`src/rtl/vga_timing_pkg.sv`:
```
// Shared VGA timing constants (800x600@72 and 640x480@60) and the raw sync bundle
// carried down the pixel-latency delay line; also used by the sync-tracking display controller.
package vga_timing_pkg;

  localparam int unsigned COL_W = 11;
  localparam int unsigned ROW_W = 10;
  localparam int unsigned MAX_PIX_LATENCY = 8;

  function automatic int unsigned timing_total(input int unsigned vis, input int unsigned front,
                                               input int unsigned sync, input int unsigned back);
    return vis + front + sync + back;
  endfunction

  // 800x600@72, 50 MHz pixel clock
  localparam int unsigned SVGA_H_VISIBLE = 800;
  localparam int unsigned SVGA_H_FRONT   = 56;
  localparam int unsigned SVGA_H_SYNC    = 120;
  localparam int unsigned SVGA_H_BACK    = 64;
  localparam int unsigned SVGA_V_VISIBLE = 600;
  localparam int unsigned SVGA_V_FRONT   = 37;
  localparam int unsigned SVGA_V_SYNC    = 6;
  localparam int unsigned SVGA_V_BACK    = 23;
  localparam int unsigned SVGA_H_TOTAL   = timing_total(SVGA_H_VISIBLE, SVGA_H_FRONT, SVGA_H_SYNC, SVGA_H_BACK);
  localparam int unsigned SVGA_V_TOTAL   = timing_total(SVGA_V_VISIBLE, SVGA_V_FRONT, SVGA_V_SYNC, SVGA_V_BACK);
  localparam int unsigned SVGA_HS_START  = SVGA_H_VISIBLE + SVGA_H_FRONT;
  localparam int unsigned SVGA_HS_END    = SVGA_HS_START + SVGA_H_SYNC;
  localparam int unsigned SVGA_VS_START  = SVGA_V_VISIBLE + SVGA_V_FRONT;
  localparam int unsigned SVGA_VS_END    = SVGA_VS_START + SVGA_V_SYNC;

  // 640x480@60, 25.175 MHz pixel clock
  localparam int unsigned VGA_H_VISIBLE = 640;
  localparam int unsigned VGA_H_FRONT   = 16;
  localparam int unsigned VGA_H_SYNC    = 96;
  localparam int unsigned VGA_H_BACK    = 48;
  localparam int unsigned VGA_V_VISIBLE = 480;
  localparam int unsigned VGA_V_FRONT   = 10;
  localparam int unsigned VGA_V_SYNC    = 2;
  localparam int unsigned VGA_V_BACK    = 33;
  localparam int unsigned VGA_H_TOTAL   = timing_total(VGA_H_VISIBLE, VGA_H_FRONT, VGA_H_SYNC, VGA_H_BACK);
  localparam int unsigned VGA_V_TOTAL   = timing_total(VGA_V_VISIBLE, VGA_V_FRONT, VGA_V_SYNC, VGA_V_BACK);
  localparam int unsigned VGA_HS_START  = VGA_H_VISIBLE + VGA_H_FRONT;
  localparam int unsigned VGA_HS_END    = VGA_HS_START + VGA_H_SYNC;
  localparam int unsigned VGA_VS_START  = VGA_V_VISIBLE + VGA_V_FRONT;
  localparam int unsigned VGA_VS_END    = VGA_VS_START + VGA_V_SYNC;

  // Raw, active-high request-side syncs; polarity is applied only at the pins.
  typedef struct packed {
    logic hs;
    logic vs;
    logic req;
  } sync_bits_t;

endpackage

```
`src/rtl/vga_delay_line.sv`:
```
// Fixed-depth shift register with synchronous reset; DEPTH=0 is a pure wire.
module vga_delay_line #(
  parameter int unsigned       WIDTH       = 3,
  parameter int unsigned       DEPTH       = 2,
  parameter logic [WIDTH-1:0]  RESET_VALUE = '0
) (
  input  logic             clock,
  input  logic             reset,
  input  logic [WIDTH-1:0] i_d,
  output logic [WIDTH-1:0] o_q
);

  if (DEPTH == 0) begin : g_bypass
    assign o_q = i_d;
  end else begin : g_pipe
    logic [WIDTH-1:0] r_stage [DEPTH];

    always_ff @(posedge clock) begin
      if (reset) begin
        for (int i = 0; i < int'(DEPTH); i++) r_stage[i] <= RESET_VALUE;
      end else begin
        r_stage[0] <= i_d;
        for (int i = 1; i < int'(DEPTH); i++) r_stage[i] <= r_stage[i-1];
      end
    end

    assign o_q = r_stage[DEPTH-1];
  end

endmodule

```
`src/rtl/vga_sync_generator.sv`:
```
// Transmit-side VGA timing source: free-running col/row counters, pixel request decode,
// syncs delayed to match the source read latency, and blanked RGB on a common output register.
module vga_sync_generator
  import vga_timing_pkg::*;
#(
  parameter int unsigned H_VISIBLE   = SVGA_H_VISIBLE,
  parameter int unsigned H_FRONT     = SVGA_H_FRONT,
  parameter int unsigned H_SYNC      = SVGA_H_SYNC,
  parameter int unsigned H_BACK      = SVGA_H_BACK,
  parameter int unsigned V_VISIBLE   = SVGA_V_VISIBLE,
  parameter int unsigned V_FRONT     = SVGA_V_FRONT,
  parameter int unsigned V_SYNC      = SVGA_V_SYNC,
  parameter int unsigned V_BACK      = SVGA_V_BACK,
  parameter logic        HS_POL      = 1'b1,
  parameter logic        VS_POL      = 1'b1,
  parameter int unsigned PIX_LATENCY = 2,
  parameter int unsigned RGB_W       = 12
) (
  input  logic             clock,
  input  logic             reset,
  output logic             pix_req,
  output logic [10:0]      pix_col,
  output logic [9:0]       pix_row,
  output logic             frame_start,
  input  logic [RGB_W-1:0] pix_rgb,
  output logic [RGB_W-1:0] vga_rgb,
  output logic             hsync,
  output logic             vsync,
  output logic             visible
);

  localparam int unsigned H_TOTAL = timing_total(H_VISIBLE, H_FRONT, H_SYNC, H_BACK);
  localparam int unsigned V_TOTAL = timing_total(V_VISIBLE, V_FRONT, V_SYNC, V_BACK);

  if (H_VISIBLE == 0 || V_VISIBLE == 0 || H_SYNC == 0 || V_SYNC == 0 || RGB_W == 0 ||
      H_TOTAL > (1 << COL_W) || V_TOTAL > (1 << ROW_W) || PIX_LATENCY > MAX_PIX_LATENCY) begin : g_param_check
    $error("vga_sync_generator: timing parameters out of range");
  end

  // Bounds are one bit wider than the counters so an end value equal to 2**W stays exact.
  localparam logic [COL_W-1:0] COL_LAST = COL_W'(H_TOTAL - 1);
  localparam logic [ROW_W-1:0] ROW_LAST = ROW_W'(V_TOTAL - 1);
  localparam logic [COL_W:0]   COL_VIS  = (COL_W+1)'(H_VISIBLE);
  localparam logic [COL_W:0]   HS_START = (COL_W+1)'(H_VISIBLE + H_FRONT);
  localparam logic [COL_W:0]   HS_END   = (COL_W+1)'(H_VISIBLE + H_FRONT + H_SYNC);
  localparam logic [ROW_W:0]   ROW_VIS  = (ROW_W+1)'(V_VISIBLE);
  localparam logic [ROW_W:0]   VS_START = (ROW_W+1)'(V_VISIBLE + V_FRONT);
  localparam logic [ROW_W:0]   VS_END   = (ROW_W+1)'(V_VISIBLE + V_FRONT + V_SYNC);

  logic [COL_W-1:0] r_col;
  logic [ROW_W-1:0] r_row;
  logic [COL_W:0]   w_col_x;
  logic [ROW_W:0]   w_row_x;
  sync_bits_t       w_raw;
  sync_bits_t       w_dly;

  always_ff @(posedge clock) begin
    if (reset) begin
      r_col <= '0;
      r_row <= '0;
    end else if (r_col == COL_LAST) begin
      r_col <= '0;
      r_row <= (r_row == ROW_LAST) ? '0 : r_row + 1'b1;
    end else begin
      r_col <= r_col + 1'b1;
    end
  end

  assign w_col_x = {1'b0, r_col};
  assign w_row_x = {1'b0, r_row};

  // Counters read 0/0 while reset is held, so the decode is gated to keep requests and syncs idle.
  always_comb begin
    w_raw = '0;
    if (!reset) begin
      w_raw.hs  = (w_col_x >= HS_START) && (w_col_x < HS_END);
      w_raw.vs  = (w_row_x >= VS_START) && (w_row_x < VS_END);
      w_raw.req = (w_col_x < COL_VIS) && (w_row_x < ROW_VIS);
    end else begin
      w_raw = '0;
    end
  end

  assign pix_req     = w_raw.req;
  assign pix_col     = r_col;
  assign pix_row     = r_row;
  assign frame_start = ~reset & (r_col == '0) & (r_row == '0);

  vga_delay_line #(
    .WIDTH       ($bits(sync_bits_t)),
    .DEPTH       (PIX_LATENCY),
    .RESET_VALUE ('0)
  ) u_delay (
    .clock (clock),
    .reset (reset),
    .i_d   (w_raw),
    .o_q   (w_dly)
  );

  always_ff @(posedge clock) begin
    if (reset) begin
      vga_rgb <= '0;
      visible <= 1'b0;
      hsync   <= ~HS_POL;
      vsync   <= ~VS_POL;
    end else begin
      vga_rgb <= w_dly.req ? pix_rgb : '0;
      visible <= w_dly.req;
      hsync   <= w_dly.hs ^ ~HS_POL;
      vsync   <= w_dly.vs ^ ~VS_POL;
    end
  end

endmodule
```
`config.mk`:
```
export PLATFORM = sky130hd
export DESIGN_NAME = vga_sync_generator
export DESIGN_NICKNAME = d
export VERILOG_FILES = /design/src/rtl/vga_timing_pkg.sv /design/src/rtl/vga_delay_line.sv /design/src/rtl/vga_sync_generator.sv
export SDC_FILE = /design/constraint.sdc
export NUM_CORES = 1
export LEC_CHECK = 0
export CAP_MARGIN = 20
export CORE_ASPECT_RATIO = 0.8
export CORE_MARGIN = 4
export CORE_UTILIZATION = 42
export DETAILED_ROUTE_END_ITERATION = 10
export GPL_ROUTABILITY_DRIVEN = 0
export PLACE_DENSITY_LB_ADDON = 0.2
export SYNTH_ARGS = -nofsm -noshare
export SYNTH_HDL_FRONTEND = slang
export SYNTH_SLANG_ARGS = --single-unit
```
`constraint.sdc`:
```
create_clock -name clock -period 1.6 [get_ports clock]
set_clock_uncertainty 0.05 [all_clocks]
set_input_delay 0.4 -clock clock [delete_from_list [all_inputs] [get_ports clock]]
set_output_delay 0.4 -clock clock [all_outputs]
set_load 0.1 [all_outputs]
```
### PDN straps and rails

The bar under the picture is 20 microns long. Pins as bars on the die edge. Tap cells in gray.
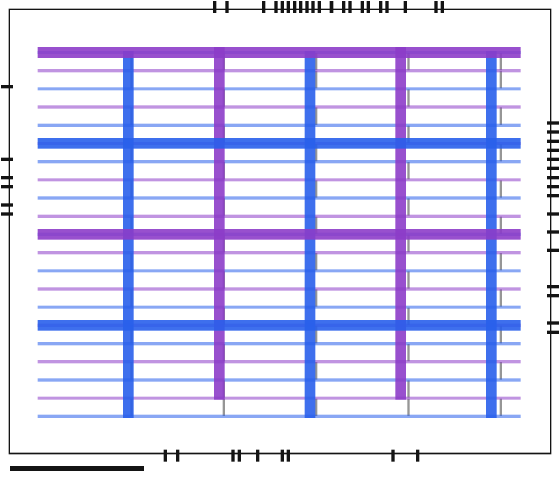
net	color
VDD	purple
VSS	blue
met4 straps	5
signal pins	52
met5 straps	4
tap cells	55
met1 rails	21
Die Wd: 80.7 microns
Core Area: 3930 sq um

### Placed cells, one color a class

The bar under the picture is 20 microns long.
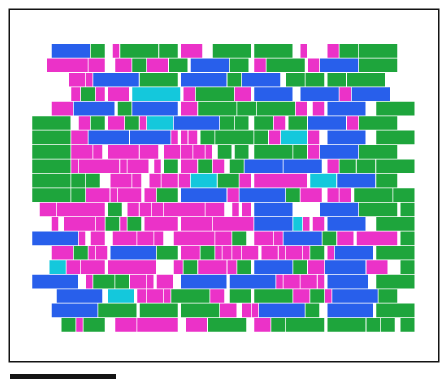
class	color	cells	share of their area
remaining logic cells	magenta	137	33%
clock drivers and dummy loads	cyan	8	3.1%
registers	blue	42	26%
remaining buffers and delay cells	green	102	38%
Finished Core Util: 90.0%
Seq/total area: 25.7%

### Clock wires, drivers and flops

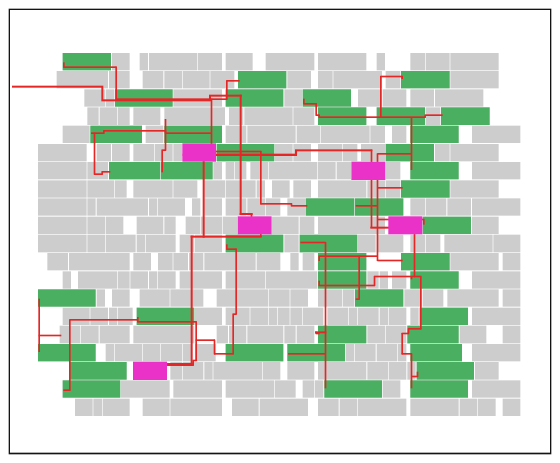
[clock wires] red | length: 517 microns
[clock-net drivers] magenta | count: 5
[flip-flops] green | count: 42
routed clock nets	6
flops lie	widely spread

### Signal wires by layer

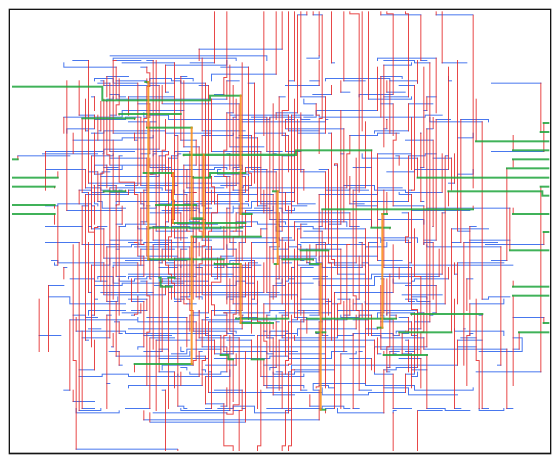
layer	color	wire length
M1	blue	2790 microns
M3	green	392 microns
M4	orange	155 microns
M2	red	3650 microns
DR WL/cell: 20.3 microns
Vias: 1906

==> reports/qor.csv <==
stage,metric,value,unit
outcome,status,"complete, but fails checks",
outcome,failing checks,setup timing,
sta,Final period util,140,%
pwr,Clk power,0.801,mW
synth,Max-area cell share,47.3,%
routing,metal3 WL,391,microns
worst_setup_path,CP Launch Type,register,
pwr,Logic pwr share,16.3,%
sta,Tmin final,2250,ps
layout,post-route design area,3530,sq um
layout,Seq Cell Count,42,
synth,most frequent cell after synthesis,dfxtp_1,
pwr,combinational power,0.362,mW
clocking,Root Driver,clkbuf_8,
layout,most common logic cells in the final layout,"buf_4, buf_12, dfxtp_1, nor2_1, dfxtp_4",
pwr,power in sequential cells,1.06,mW
sta,number of setup violations in the final report,12,
worst_setup_path,CP Max Fanout,3,
synth,"Chip Area, Yosys",1780,sq um
synth,post-synthesis compound-gate area fraction,7.95,%
layout,filler cell count,126,
sta,Final Hold Slack,421,ps
placed_design,IO Port Bufs,51,
routing,WL final,6990,microns
pwr,Max VDD drop,689,uV
synth,register area share after synthesis,47.3,%
routing,metal2 WL,3650,microns
hold_path,Hold EP,hsync,
sta,Final Hold Fails,0,
pwr,sequential share of power,47.6,%
clocking,CTS Buf Count,5,
placed_design,Placement Setup Slack,-715,ps
layout,comb_multi_in,132,
global_route,grt ovf,0,
global_route,global-route wire length before repair,10400,microns
sta,worst setup margin,-646,ps
-- state kept, by name, indices dropped and copies added (netlist names) --
| signal | count |
|---|---|
| vsync | 1 |
| visible | 1 |
| u_delay.g_pipe.r_stage | 6 |
| vga_rgb | 12 |
| pix_row | 10 |
| pix_col | 11 |
| hsync | 1 |
-- metrics by stage --
| step | utilization (%) | std cells | TNS, ps |
|---|---|---|---|
| 2_1_floorplan | - | 184 | -3600 |
| 3_3_place_gp | 80.4 | 325 | -7440 |
| 3_5_place_dp | 80.4 | 325 | -9320 |
| 4_1_cts | 87.0 | 344 | -2870 |
| 5_1_grt | 90.0 | 344 | -3140 |
| 6_report | 90.0 | 344 | -2350 |
-- critical path, stage by stage (launching register included) --
cell and delay, ps:
dfxtp_2 330, nor2_1 300, and4b_1 270, nand3_2 100
nor4_4 270, buf_12 210
No activity file was given, so power comes from the tool's default toggle rates.
